File: config.mk
export PLATFORM = sky130hd
export DESIGN_NAME = ss_shift_array
export DESIGN_NICKNAME = d
export VERILOG_FILES = /design/src/rtl/ss_shift_array.sv
export SDC_FILE = /design/constraint.sdc
export NUM_CORES = 1
export LEC_CHECK = 0
export CAP_MARGIN = 25
export CORE_ASPECT_RATIO = 1.2
export CORE_UTILIZATION = 35
export DETAILED_ROUTE_END_ITERATION = 8
export PLACE_DENSITY = 0.59
export SLEW_MARGIN = 10
export SYNTH_ARGS = -nofsm -noshare
export SYNTH_HDL_FRONTEND = slang
export SYNTH_SLANG_ARGS = --single-unit
File: constraint.sdc
create_clock -name clk -period 3.59 [get_ports clk]
set_input_delay 0.8975 -clock clk [delete_from_list [all_inputs] [get_ports clk]]
set_output_delay 0.8975 -clock clk [all_outputs]
set_load 0.01 [all_outputs]
File: src/rtl/ss_shift_array.sv
// ss_shift_array: multi-lane shift/rotate delay line with a clamped output tap.
// Define SS_PARALLEL_OUT_EN to expose every stage on pout.
module ss_shift_array #(
    parameter int CHANNELS = 4,
    parameter int DEPTH    = 8,
    localparam int TAP_W   = $clog2(DEPTH),
    localparam int CNT_W   = $clog2(DEPTH + 1)
) (
    input  logic                      clk,
    input  logic                      rst,
    input  logic                      en,
    input  logic [1:0]                mode,
    input  logic [CHANNELS-1:0]       sin,
    input  logic [TAP_W-1:0]          tap,
    output logic [CHANNELS-1:0]       sout,
    output logic [CNT_W-1:0]          fill_cnt,
    output logic                      valid
`ifdef SS_PARALLEL_OUT_EN
    ,
    output logic [CHANNELS*DEPTH-1:0] pout
`endif
);

    localparam logic [1:0] MODE_HOLD   = 2'b00;
    localparam logic [1:0] MODE_SHIFT  = 2'b01;
    localparam logic [1:0] MODE_ROTATE = 2'b10;
    localparam logic [1:0] MODE_CLEAR  = 2'b11;

    localparam logic [TAP_W-1:0] TAP_MAX  = TAP_W'(DEPTH - 1);
    localparam logic [CNT_W-1:0] FILL_MAX = CNT_W'(DEPTH);

    // Bit 0 of each lane word is the stage nearest sin.
    logic [CHANNELS-1:0][DEPTH-1:0] st;
    logic [TAP_W-1:0]               teff;

    always_ff @(posedge clk) begin
        if (rst) begin
            st       <= '0;
            fill_cnt <= '0;
        end else if (en) begin
            unique case (mode)
                MODE_SHIFT: begin
                    for (int c = 0; c < CHANNELS; c++)
                        st[c] <= {st[c][DEPTH-2:0], sin[c]};
                    if (fill_cnt != FILL_MAX)
                        fill_cnt <= fill_cnt + CNT_W'(1);
                end
                MODE_ROTATE: begin
                    for (int c = 0; c < CHANNELS; c++)
                        st[c] <= {st[c][DEPTH-2:0], st[c][DEPTH-1]};
                end
                MODE_CLEAR: begin
                    st       <= '0;
                    fill_cnt <= '0;
                end
                MODE_HOLD: begin
                end
                default: begin
                end
            endcase
        end
    end

    // Out-of-range taps saturate to the last stage rather than wrapping.
    always_comb begin
        teff = (tap > TAP_MAX) ? TAP_MAX : tap;
    end

    always_comb begin
        sout = '0;
        for (int c = 0; c < CHANNELS; c++)
            sout[c] = st[c][teff];
    end

    assign valid = (fill_cnt > CNT_W'(teff));

`ifdef SS_PARALLEL_OUT_EN
    assign pout = st;
`endif

endmodule

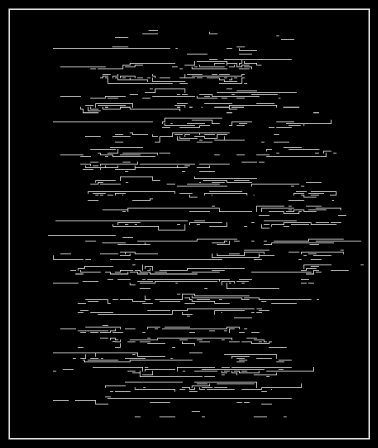
Fig. 1. M1 wires (run 1).
longest straight run = 34.0 um
share of all routed wire = 45%
wire length on this layer = 1860 um
total wire length after detailed routing: 4.12 mm
Via Count: 1546
met1 capacity usage during global routing: 0.214

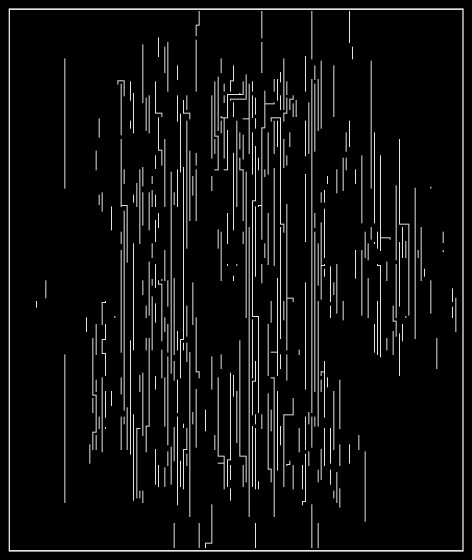
Fig. 2. Met2 routing (run 1).
main direction = vertical
nets with wire on the layer = 190
wire length on this layer = 2060 um
share of all routed wire = 50%
global routing met2 resource utilization: 0.292

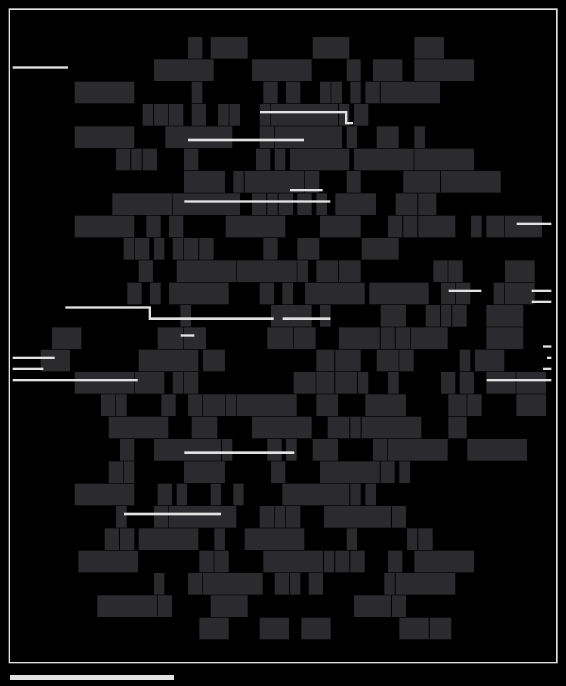
Fig. 3. The metal 3 layer (run 1).
Bar = 20 um. Cells faint in the background.
main direction = horizontal
longest straight run = 17.5 um

## run 1: state kept, by name, indices dropped and copies added, names as in the netlist
register  cells
st           32
fill_cnt      4
## run 1: tightest hold or removal path, cell delays in order (launching register included)
cell and delay (ns):
sky130_fd_sc_hd__dfxtp_1 0.32, sky130_fd_sc_hd__nand2_1 0.05, sky130_fd_sc_hd__a21oi_1 0.05
## run 1: placed cells by master, fill, tap and decap left out
cell                              count
sky130_fd_sc_hd__nor2_1               5
sky130_fd_sc_hd__o21ai_2              1
sky130_fd_sc_hd__dfxtp_1             36
sky130_fd_sc_hd__o21ai_0              4
sky130_fd_sc_hd__nor4_1               1
sky130_fd_sc_hd__buf_12               1
sky130_fd_sc_hd__nand4b_1             1
sky130_fd_sc_hd__nand3_1             32
sky130_fd_sc_hd__dlymetal6s2s_1       5
sky130_fd_sc_hd__clkbuf_8             7
sky130_fd_sc_hd__mux4_2               8
sky130_fd_sc_hd__inv_1                5
sky130_fd_sc_hd__nand2b_1             1
sky130_fd_sc_hd__nand2_1             42
sky130_fd_sc_hd__and4bb_2             1
sky130_fd_sc_hd__o21ai_1              1
sky130_fd_sc_hd__a21oi_1             33
sky130_fd_sc_hd__clkdlybuf4s50_1     15
sky130_fd_sc_hd__a31oi_1              1
sky130_fd_sc_hd__nor2b_1              3
sky130_fd_sc_hd__ha_1                 5
sky130_fd_sc_hd__a22oi_1              4
sky130_fd_sc_hd__o21a_1               2
sky130_fd_sc_hd__buf_4                9
sky130_fd_sc_hd__a22o_1               4
## run 1: logic make-up (layout without fill, tap and decap cells)
| logic type | after synthesis | count (layout) | share of synthesized area |
|---|---|---|---|
| AND/OR/NAND/NOR | 86 | 86 | 0.223 |
| AND-OR/OR-AND | 50 | 50 | 0.163 |
| flip-flops | 36 | 36 | 0.412 |
| buffers and inverters | 21 | 42 | 0.0630 |
| multiplexers | 8 | 8 | 0.103 |
| adder cells (fa/ha/maj) | 5 | 5 | 0.0358 |
## run 1: how the worst min path moves through the flow
stage,startpoint,end,slack [ns]
floorplan,st[15]$_SDFFE_PP0P_,st[15]$_SDFFE_PP0P_,0.44
global placement,st[15]$_SDFFE_PP0P_,st[15]$_SDFFE_PP0P_,0.46
detailed placement,st[15]$_SDFFE_PP0P_,st[15]$_SDFFE_PP0P_,0.46
CTS,st[15]$_SDFFE_PP0P_,st[15]$_SDFFE_PP0P_,0.47
global route,st[2]$_SDFFE_PP0P_,st[2]$_SDFFE_PP0P_,0.49
finish,st[14]$_SDFFE_PP0P_,st[14]$_SDFFE_PP0P_,0.47
## run 1: power groups by stage
stage / combinational [mW] / sequential, mW / clock (mW)
finish: 0.0835 / 0.404 / 0.308
global route: 0.0915 / 0.404 / 0.335
CTS: 0.0840 / 0.404 / 0.318
detailed placement: 0.0839 / 0.413 / 0
global placement: 0.0839 / 0.413 / 0
floorplan: 0.0495 / 0.413 / 0
## run 1: per-stage QoR
stage	util	TNS (ns)	hold WS [ns]
floorplan	-	0	0.441
global placement	0.430	-0.00688	0.456
detailed placement	0.430	-0.00911	0.461
CTS	0.450	0	0.471
global route	0.453	0	0.490
finish	0.453	0	0.468
## run 1: timing repair
action                     CTS  global route
gates resized                1             5
setup endpoints to repair    1             5
cloned                       0             0
==> out/summary.json, run 1 <==
{
  "rrSetupSlack_ns": 2.15,
  "layout.nonclk_buf_frac": 0.141,
  "multiInputCombCellCount": 149,
  "post-dp-hpwl_mm": 2.77,
  "ys_cells": 206,
  "cp_data_required_time_ns": 2.69,
  "yosys_register_bits": 36,
  "io_pins": 21,
  "worst_r2r_endpoint": "fill_cnt[1]$_SDFFE_PP0P_",
  "crit_fanout": 9,
  "first_global_vias": 1430,
  "number_of_buffers_inserted_by_hold_repair_at_cts": 0,
  "slowest_cell_on_crit_path": "sky130_fd_sc_hd__clkdlybuf4s50_1",
  "pwr-share-clk": 0.387,
  "clockBufferDepth": 2,
  "seq-cell-share": 0.339,
  "detailed_router_iteration_count_before_antenna_repair": 4,
  "grt.total_usage": 0.172,
  "switching_component_of_the_power_uw": 188,
  "post_dp_cell_area_um2": 2020,
  "synth-main-ff-cell": "sky130_fd_sc_hd__dfxtp_1",
  "vdd_drop_max_mv": 0.135,
  "postCtsSetupBuffers": 0,
  "crit_arrival_ns": 2.35,
  "worstHoldPathCells": 2,
  "hold_path_class": "flip-flop to flip-flop",
  "num-nonclk-inverters": 5,
  "synth.cell_area_um2": 1750,
  "synth_top_area_share": 0.412,
  "cp-endpoint": "sout[1]",
  "combinationalPowerShare": 0.105,
  "cellPowerDensity_nw_per_um2": 374,
  "outcome": "finished clean",
  "placement.setup.worst_slack_ns": -0.00911,
  "synth_warnings": 0,
  "chain_of_cells_forming_the_critical_path": "clkdlybuf4s50_1 -> buf_12 -> mux4_2 -> nand2_1 -> nand2_1 -> dlymetal6s2s_1",
  "critical_register_to_register_path_startpoint": "fill_cnt[0]$_SDFFE_PP0P_",
  "multi_input_gate_share_of_the_layout_cell_area": 0.431,
  "fp.coreArea_um2": 4700,
  "worst_path_dominant_cell_family": "buffers and inverters",
  "report.power.total_uw": 796,
  "post_synth_most_frequent_cells": "sky130_fd_sc_hd__nand2_1 (42), sky130_fd_sc_hd__dfxtp_1 (36), sky130_fd_sc_hd__a21oi_1 (33), sky130_fd_sc_hd__nand3_1 (32), sky130_fd_sc_hd__mux4_2 (8)",
  "antenna_cells_inserted": 0,
  "synth_area_leader_cell": "sky130_fd_sc_hd__dfxtp_1",
  "fp.dieW_um": 66.5,
  "wl_met1_mm": 1.86,
  "ys_chip_area_um2": 1750,
  "detail_route.vias_per_cell": 5.42,
  "detail_route.drc_violations": 0,
  "clk_pin_slew_worst_paths_ns": 0.07,
  "htreeDepth": 2
}
==> run 2, diff against run 1 <==
--- a/config.mk
+++ b/config.mk
@@ -10,7 +10,6 @@
 export CORE_UTILIZATION = 35
 export DETAILED_ROUTE_END_ITERATION = 8
 export PLACE_DENSITY = 0.59
-export SLEW_MARGIN = 10
 export SYNTH_ARGS = -nofsm -noshare
 export SYNTH_HDL_FRONTEND = slang
 export SYNTH_SLANG_ARGS = --single-unit
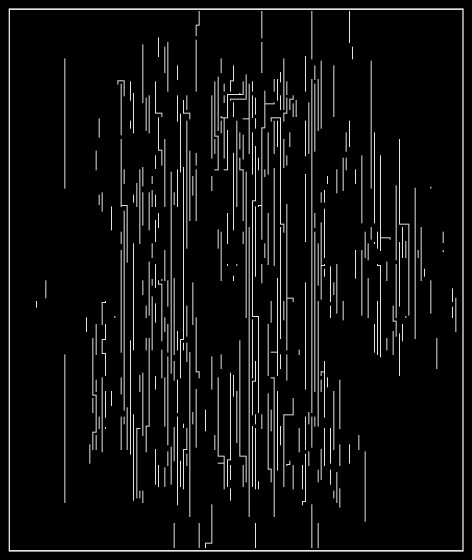
Fig. 4. Met2 routing (run 2).

==> out/summary.json, run 2 <==
{
  "outcome": "finished clean",
  "final.fill_count": 475,
  "setup.worst_path.start_class": "input pin",
  "grt_start_max_net_pins": 37,
  "count_of_nets_after_finishing": 244,
  "launch_point_of_the_worst_hold_path": "st[14]$_SDFFE_PP0P_",
  "critical_register_to_register_path_startpoint": "fill_cnt[0]$_SDFFE_PP0P_",
  "fin_setup_tns": {"value": 0, "unit": "ns", "change": "unchanged"},
  "postCtsSetupBuffers": {"value": 0, "change": "unchanged"},
  "detail_route.vias_per_cell": {"value": 5.42, "change": "unchanged"},
  "routed_wirelength": {"value": 4.12, "unit": "mm", "change": "unchanged"},
  "cp_num_buf_inv": 3,
  "antenna_cells_inserted": {"value": 0, "change": "unchanged"},
  "synthDistinctLibCells": 23,
  "yosys_register_bits": {"value": 36, "change": "unchanged"},
  "synth.cell_area": {"value": 1750, "unit": "um^2", "change": "unchanged"},
  "antenna_left": 0,
  "timing.slew.headroom": 0.632,
  "placement.setup.worst_slack": {"value": -0.00911, "unit": "ns", "change": "unchanged"},
  "timing_hold_violations_final": 0,
  "ys_cells": {"value": 206, "change": "unchanged"},
  "die_y_um": 79.4,
  "die-area_um2": 5280,
  "synth.net_count": 223,
  "fp.coreArea": {"value": 4700, "unit": "um^2", "change": "unchanged"},
  "crit_path_frequent_cell": "sky130_fd_sc_hd__nand2_1",
  "worst_r2r_endpoint": "fill_cnt[1]$_SDFFE_PP0P_",
  "final_max_slew_viol_count": 0,
  "htreeDepth": {"value": 2, "change": "unchanged"},
  "io_pins": {"value": 21, "change": "unchanged"},
  "clk_pin_slew_worst_paths": {"value": 0.07, "unit": "ns", "change": "about the same"},
  "drive_above_1_share": 0.119,
  "worst_path_dominant_cell_family": "buffers and inverters",
  "hold_path_class": "flip-flop to flip-flop",
  "crit_fanout": {"value": 9, "change": "unchanged"},
  "reg_top3": "st x32, fill_cnt x4",
  "via_count": {"value": 1546, "change": "unchanged"},
  "timing.final.crit_period_ns": 3.25,
  "core_util_floorplan": 0.372,
  "first_global_vias": {"value": 1430, "change": "unchanged"},
  "synth_warnings": {"value": 0, "change": "unchanged"},
  "fp.dieW": {"value": 66.5, "unit": "um", "change": "unchanged"},
  "grt.total_usage": {"value": 0.172, "change": "unchanged"},
  "final_layout_top_logic_cell": "sky130_fd_sc_hd__nand2_1",
  "number_of_buffers_inserted_by_hold_repair_at_cts": {"value": 0, "change": "unchanged"},
  "rrSetupSlack": {"value": 2.15, "unit": "ns", "change": "about the same"},
  "post_synth_most_frequent_cells": "sky130_fd_sc_hd__nand2_1 (42), sky130_fd_sc_hd__dfxtp_1 (36), sky130_fd_sc_hd__a21oi_1 (33), sky130_fd_sc_hd__nand3_1 (32), sky130_fd_sc_hd__mux4_2 (8)",
  "detail_route.drc_violations": {"value": 0, "change": "unchanged"},
  "cts_root_buffer": "sky130_fd_sc_hd__clkbuf_8",
  "setup_slack_ns": 0.340,
  "drt-initial-drc-count": 53,
  "chain_of_cells_forming_the_critical_path": "clkdlybuf4s50_1 -> buf_12 -> mux4_2 -> nand2_1 -> nand2_1 -> dlymetal6s2s_1",
  "layout_top_cells": "sky130_fd_sc_hd__nand2_1 (42), sky130_fd_sc_hd__dfxtp_1 (36), sky130_fd_sc_hd__a21oi_1 (33)",
  "vdd_drop_max": {"value": 0.135, "unit": "mV", "change": "unchanged"},
  "cp_data_required_time": {"value": 2.69, "unit": "ns", "change": "about the same"},
  "synth-main-ff-cell": "sky130_fd_sc_hd__dfxtp_1",
  "ys_chip_area": {"value": 1750, "unit": "um^2", "change": "unchanged"},
  "layout_worst_path_cycle_share": 0.905,
  "post-dp-hpwl": {"value": 2.77, "unit": "mm", "change": "unchanged"},
  "number_of_enable_flip_flop_cells": 0,
  "clockBufferDepth": {"value": 2, "change": "unchanged"},
  "slowest_cell_on_crit_path": "sky130_fd_sc_hd__clkdlybuf4s50_1",
  "crit_arrival": {"value": 2.35, "unit": "ns", "change": "about the same"},
  "synth_top_area_share": {"value": 0.412, "change": "unchanged"},
  "synth.top_cells.by_area": "sky130_fd_sc_hd__dfxtp_1 (41%), sky130_fd_sc_hd__mux4_2 (10%), sky130_fd_sc_hd__a21oi_1 (9.4%)",
  "antenna_violations_before_repair": 0,
  "worst_setup_path_end_kind": "output port",
  "worstMarginPinSlew_ns": 0.552,
  "yosys.stat.seqShare": 0.412,
  "post_synth_inst_count": 206,
  "setup.worst_path.class": "input pin to output port",
  "detailed_router_iteration_count_before_antenna_repair": {"value": 4, "change": "unchanged"},
  "setup_viol_count_final": 0,
  "cellPowerDensity": {"value": 374, "unit": "nW/um^2", "change": "unchanged"},
  "worstHoldPathCells": {"value": 2, "change": "unchanged"},
  "max_reg_flops": {"value": 32, "change": "unchanged"},
  "synth_area_leader_cell": "sky130_fd_sc_hd__dfxtp_1",
  "cellLeakagePower_nw": 0.820,
  "hold_path_end": "st[14]$_SDFFE_PP0P_",
  "regMostFlops": "st"
}
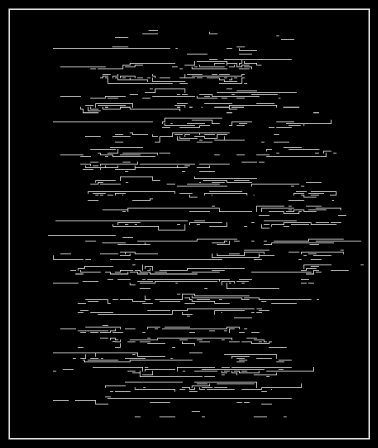
Fig. 5. M1 wires (run 2).
share of all routed wire = 45%
longest straight run = 34.0 um
main direction = horizontal
wire length on this layer = 1860 um
nets with wire on the layer = 220

==> run 2: repair_timing <==
item / 4_1_cts / 5_1_grt
gates resized: 1 / 5
setup endpoints to repair: 1 / 5
gates cloned: 0 / 0
==> run 2: final cells by class <==
type | count | area [um^2] | share of cell area
repair buffers | 30 | 300 | 0.141
multi-input cells | 149 | 917 | 0.431
well taps | 58 | 72.6 | 0.0341
clock buffers | 7 | 96.3 | 0.0453
inverters | 5 | 18.8 | 0.00883
flip-flops and latches | 36 | 721 | 0.339
==> run 2: layer usage <==
| metal | GRT usage | routed length [um] | up-vias |
|---|---|---|---|
| met5 | 0 | 0 | - |
| met4 | 0.0574 | 45 | 0 |
| met3 | 0.0371 | 155 | 4 |
| met2 | 0.292 | 2060 | 30 |
| met1 | 0.214 | 1860 | 747 |
| li1 | - | - | 765 |
==> run 2: worst reg2reg max path, cell delays in order, from the launching register on <==
cell                       delay (ns)
sky130_fd_sc_hd__dfxtp_1         0.41
sky130_fd_sc_hd__inv_1           0.11
sky130_fd_sc_hd__ha_1            0.20
sky130_fd_sc_hd__and4bb_2        0.24
sky130_fd_sc_hd__nor2_1          0.17
sky130_fd_sc_hd__nand3_1         0.10
sky130_fd_sc_hd__a21oi_1         0.15
==> run 2: worst max path at each step <==
stage	start	end	slack [ns]	cells after the start
finish	tap[0]	sout[1]	0.34	6
global route	tap[1]	valid	0.25	8
CTS	tap[0]	sout[1]	0.02	6
detailed placement	tap[1]	valid	-0.009	8
global placement	tap[1]	valid	-0.007	8
floorplan	tap[1]	valid	0.65	7
==> run 2: where the power goes <==
| part | total (mW) | switching, mW | leakage, nW | internal [mW] |
|---|---|---|---|---|
| sequential | 0.404 | 0.00235 | 0.290 | 0.402 |
| clock | 0.308 | 0.137 | 0.0503 | 0.171 |
| combinational | 0.0835 | 0.0487 | 0.479 | 0.0348 |
==> run 2: cells by family after synthesis <==
family,Yosys count,share of synthesized area
AND/OR/NAND/NOR,86,0.223
AND-OR/OR-AND,50,0.163
flip-flops,36,0.412
buffers and inverters,21,0.0630
multiplexers,8,0.103
adder cells (fa/ha/maj),5,0.0358
==> run 2: metrics by stage <==
step / cells / utilization / total power, mW / instance area (um^2) / hold WS (ns)
5_1_grt: 285 / 0.453 / 0.831 / 2130 / 0.490
3_3_place_gp: 278 / 0.430 / 0.497 / 2020 / 0.456
4_1_cts: 285 / 0.450 / 0.806 / 2110 / 0.471
2_1_floorplan: 206 / - / 0.462 / 1750 / 0.441
3_5_place_dp: 278 / 0.430 / 0.497 / 2020 / 0.461
6_report: 285 / 0.453 / 0.796 / 2130 / 0.468
Fig. 6: run 2, where the registers sit
Bar = 20 um.
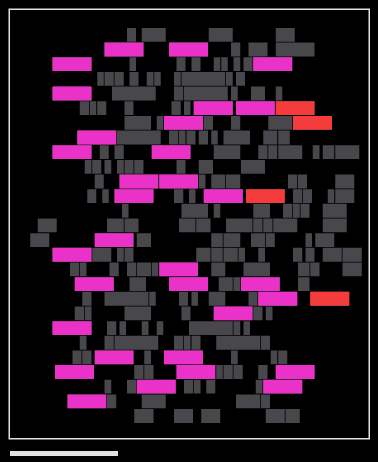

==> run 3, diff against run 2 <==
--- a/config.mk
+++ b/config.mk
@@ -9,7 +9,7 @@
 export CORE_ASPECT_RATIO = 1.2
 export CORE_UTILIZATION = 35
 export DETAILED_ROUTE_END_ITERATION = 8
-export PLACE_DENSITY = 0.59
+export SETUP_SLACK_MARGIN = 0.15
 export SYNTH_ARGS = -nofsm -noshare
 export SYNTH_HDL_FRONTEND = slang
 export SYNTH_SLANG_ARGS = --single-unit
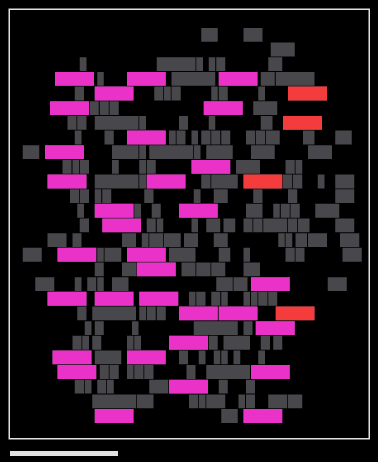
Fig. 7. Where the registers sit (run 3).
Bar = 20 um.
red -> fill_cnt  # flops 4
magenta -> st  # flops 32

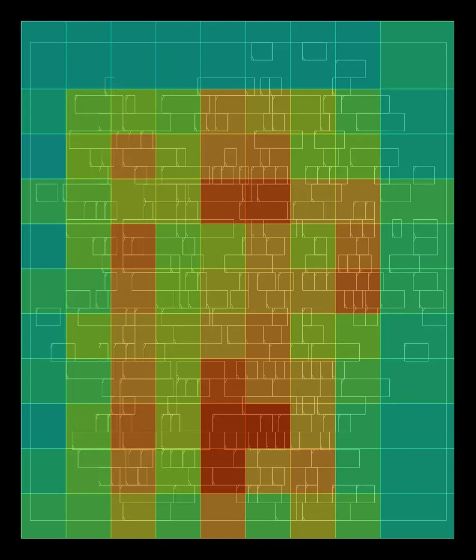
Fig. 8. Track usage over the die (run 3).
met1 capacity usage during global routing: 0.211
global routing usage on met3: 0.0471
global routing met2 resource utilization: 0.300

==> out/summary.json, run 3 <==
{
  "outcome": "finished clean",
  "crit_fanout": {"value": 2, "change": "-7"},
  "synth-main-ff-cell": "sky130_fd_sc_hd__dfxtp_1",
  "switching_component_of_the_power": {"value": 190, "unit": "uW", "change": "+0.78%"},
  "internal_power_summed_over_all_cells": {"value": 594, "unit": "uW", "change": "-2.1%"},
  "regMostFlops": "st",
  "first_pass_grt_wire_length_mm": 6.96,
  "synth_area_leader_cell": "sky130_fd_sc_hd__dfxtp_1",
  "hold_path_class": "flip-flop to flip-flop",
  "detail_route.drc_violations": {"value": 0, "change": "unchanged"},
  "antenna_violations_before_repair": {"value": 0, "change": "unchanged"},
  "cellLeakagePower": {"value": 0.766, "unit": "nW", "change": "-6.6%"},
  "pwr-share-clk": {"value": 0.376, "change": "-0.011"},
  "worstHoldPathCells": {"value": 2, "change": "unchanged"},
  "detailed_router_iteration_count_before_antenna_repair": {"value": 4, "change": "unchanged"},
  "finish.cell_count_without_fillers": {"value": 287, "change": "+0.70%"},
  "grt.total_usage": {"value": 0.177, "change": "+0.00403"},
  "placedCellCount": {"value": 277, "change": "-0.36%"},
  "synth_top_area_share": {"value": 0.412, "change": "unchanged"},
  "reg_top3": "st x32, fill_cnt x4",
  "yosys.stat.seqShare": {"value": 0.412, "change": "unchanged"},
  "cp_data_required_time": {"value": 2.69, "unit": "ns", "change": "about the same"},
  "cts_root_buffer": "sky130_fd_sc_hd__clkbuf_8",
  "number_of_enable_flip_flop_cells": {"value": 0, "change": "unchanged"},
  "layout_top_cells": "sky130_fd_sc_hd__nand2_1 (42), sky130_fd_sc_hd__dfxtp_1 (36), sky130_fd_sc_hd__a21oi_1 (33)",
  "detail_route.vias_per_cell": {"value": 5.41, "change": "-0.25%"},
  "synth.cell_area": {"value": 1750, "unit": "um^2", "change": "unchanged"},
  "die-area": {"value": 5280, "unit": "um^2", "change": "unchanged"},
  "drt-initial-drc-count": {"value": 66, "change": "+25%"},
  "worstMarginPinSlew": {"value": 0.531, "unit": "ns", "change": "-0.0215 ns"},
  "htreeDepth": {"value": 2, "change": "unchanged"},
  "post_synth_inst_count": {"value": 206, "change": "unchanged"},
  "cellPowerDensity": {"value": 369, "unit": "nW/um^2", "change": "-1.3%"},
  "post-dp-hpwl": {"value": 2.73, "unit": "mm", "change": "-1.4%"},
  "routed_wirelength": {"value": 4.16, "unit": "mm", "change": "+1.0%"},
  "fp.dieW": {"value": 66.5, "unit": "um", "change": "unchanged"},
  "post_dp_cell_area": {"value": 2010, "unit": "um^2", "change": "-0.37%"},
  "layout_worst_path_cycle_share": {"value": 0.931, "change": "+0.0259"},
  "post_synth_most_frequent_cells": "sky130_fd_sc_hd__nand2_1 (42), sky130_fd_sc_hd__dfxtp_1 (36), sky130_fd_sc_hd__a21oi_1 (33), sky130_fd_sc_hd__nand3_1 (32), sky130_fd_sc_hd__mux4_2 (8)",
  "timing_hold_violations_final": {"value": 0, "change": "unchanged"},
  "io_pins": {"value": 21, "change": "unchanged"},
  "core_util_floorplan": {"value": 0.372, "change": "unchanged"},
  "setup.worst_path.class": "input pin to output port",
  "synth_warnings": {"value": 0, "change": "unchanged"},
  "post-route-cell-area": {"value": 2120, "unit": "um^2", "change": "-0.12%"},
  "max_reg_flops": {"value": 32, "change": "unchanged"},
  "seqPwrFrac": {"value": 0.515, "change": "+0.007"},
  "first_global_vias": {"value": 1505, "change": "+5.2%"},
  "met2WireLength": {"value": 2.07, "unit": "mm", "change": "+0.63%"},
  "ys_cells": {"value": 206, "change": "unchanged"},
  "met3RoutedLength": {"value": 142, "unit": "um", "change": "-8.4%"},
  "crit_arrival": {"value": 2.44, "unit": "ns", "change": "+0.09 ns"},
  "timing.final.crit_period": {"value": 3.34, "unit": "ns", "change": "+0.0929 ns"},
  "count_of_nets_after_finishing": {"value": 245, "change": "+0.41%"},
  "ys_chip_area": {"value": 1750, "unit": "um^2", "change": "unchanged"},
  "antenna_cells_inserted": {"value": 0, "change": "unchanged"},
  "worst_setup_path_end_kind": "output port",
  "wl_met1": {"value": 1.88, "unit": "mm", "change": "+1.2%"},
  "yosys_register_bits": {"value": 36, "change": "unchanged"},
  "die_y": {"value": 79.4, "unit": "um", "change": "unchanged"},
  "timing.slew.headroom": {"value": 0.645, "change": "+0.0136"},
  "clk_pin_slew_worst_paths": {"value": 0.07, "unit": "ns", "change": "about the same"},
  "setup_viol_count_final": {"value": 0, "change": "unchanged"},
  "grt_start_max_net_pins": {"value": 37, "change": "unchanged"},
  "drive_above_1_share": {"value": 0.118, "change": "-0.00104"},
  "clockBufferDepth": {"value": 2, "change": "unchanged"}
}
run 3: logic make-up (layout without fill, tap and decap cells):
| kind of cell | count (synthesis) | in the layout | synth area share |
|---|---|---|---|
| adders and majority gates | 5 | 5 | 0.0358 |
| muxes | 8 | 8 | 0.103 |
| and+or+nand+nor | 86 | 86 | 0.223 |
| DFF | 36 | 36 | 0.412 |
| AOI/OAI and AO/OA | 50 | 50 | 0.163 |
| buffers and inverters | 21 | 44 | 0.0630 |
run 3: layer usage:
| layer | up-vias | GRT usage |
|---|---|---|
| met4 | 0 | 0.0617 |
| met2 | 37 | 0.300 |
| met1 | 743 | 0.211 |
| li1 | 767 | - |
| met3 | 6 | 0.0471 |
| met5 | - | 0 |
run 3: path summary, 6_finish.rpt:
kind	start	endpoint	slack, ns
worst max-delay path	tap[1]	valid	0.25
worst min-delay path	st[14]$_SDFFE_PP0P_	st[14]$_SDFFE_PP0P_	0.47
worst max register to register	fill_cnt[0]$_SDFFE_PP0P_	fill_cnt[0]$_SDFFE_PP0P_	2.13
worst min register to register	st[14]$_SDFFE_PP0P_	st[14]$_SDFFE_PP0P_	0.47
run 3: power groups by stage:
stage	sequential, mW	combinational [mW]	clock (mW)
floorplan	0.413	0.0495	0
global placement	0.413	0.0823	0
detailed placement	0.413	0.0827	0
CTS	0.404	0.0858	0.301
global route	0.404	0.0932	0.321
finish	0.404	0.0856	0.294
run 3: area by class of cell:
type | instances | area [um^2]
inverters | 5 | 18.8
flip-flops and latches | 36 | 721
clock buffers | 8 | 90.1
well taps | 58 | 72.6
multi-input cells | 149 | 917
repair buffers | 31 | 304
fillers | 478 | 2570
run 3: metrics by stage:
step	TNS, ns	power, mW	utilization	setup WS [ns]	hold WS, ns
finish	0	0.784	0.452	0.248	0.469
global route	0	0.818	0.452	0.0964	0.493
CTS	0	0.791	0.452	0.116	0.470
detailed placement	-0.00124	0.496	0.428	-0.00124	0.462
global placement	-0.00444	0.495	0.428	-0.00444	0.453
floorplan	0	0.462	-	0.653	0.441
run 3: worst max-delay path, stage by stage:
cell	delay [ns]
sky130_fd_sc_hd__clkdlybuf4s50_1	0.48
sky130_fd_sc_hd__inv_1	0.04
sky130_fd_sc_hd__ha_1	0.27
sky130_fd_sc_hd__nor2b_1	0.13
sky130_fd_sc_hd__o21a_1	0.16
sky130_fd_sc_hd__o21ai_1	0.13
sky130_fd_sc_hd__nand2b_1	0.06
sky130_fd_sc_hd__dlygate4sd2_1	0.27
run 3: timing repair:
action / CTS / global route
setup endpoints to repair: 5 / 4
gates resized: 5 / 2
buffers inserted: 2 / 0
hold buffers: 0 / 0
Power and IR drop assume default switching activity.
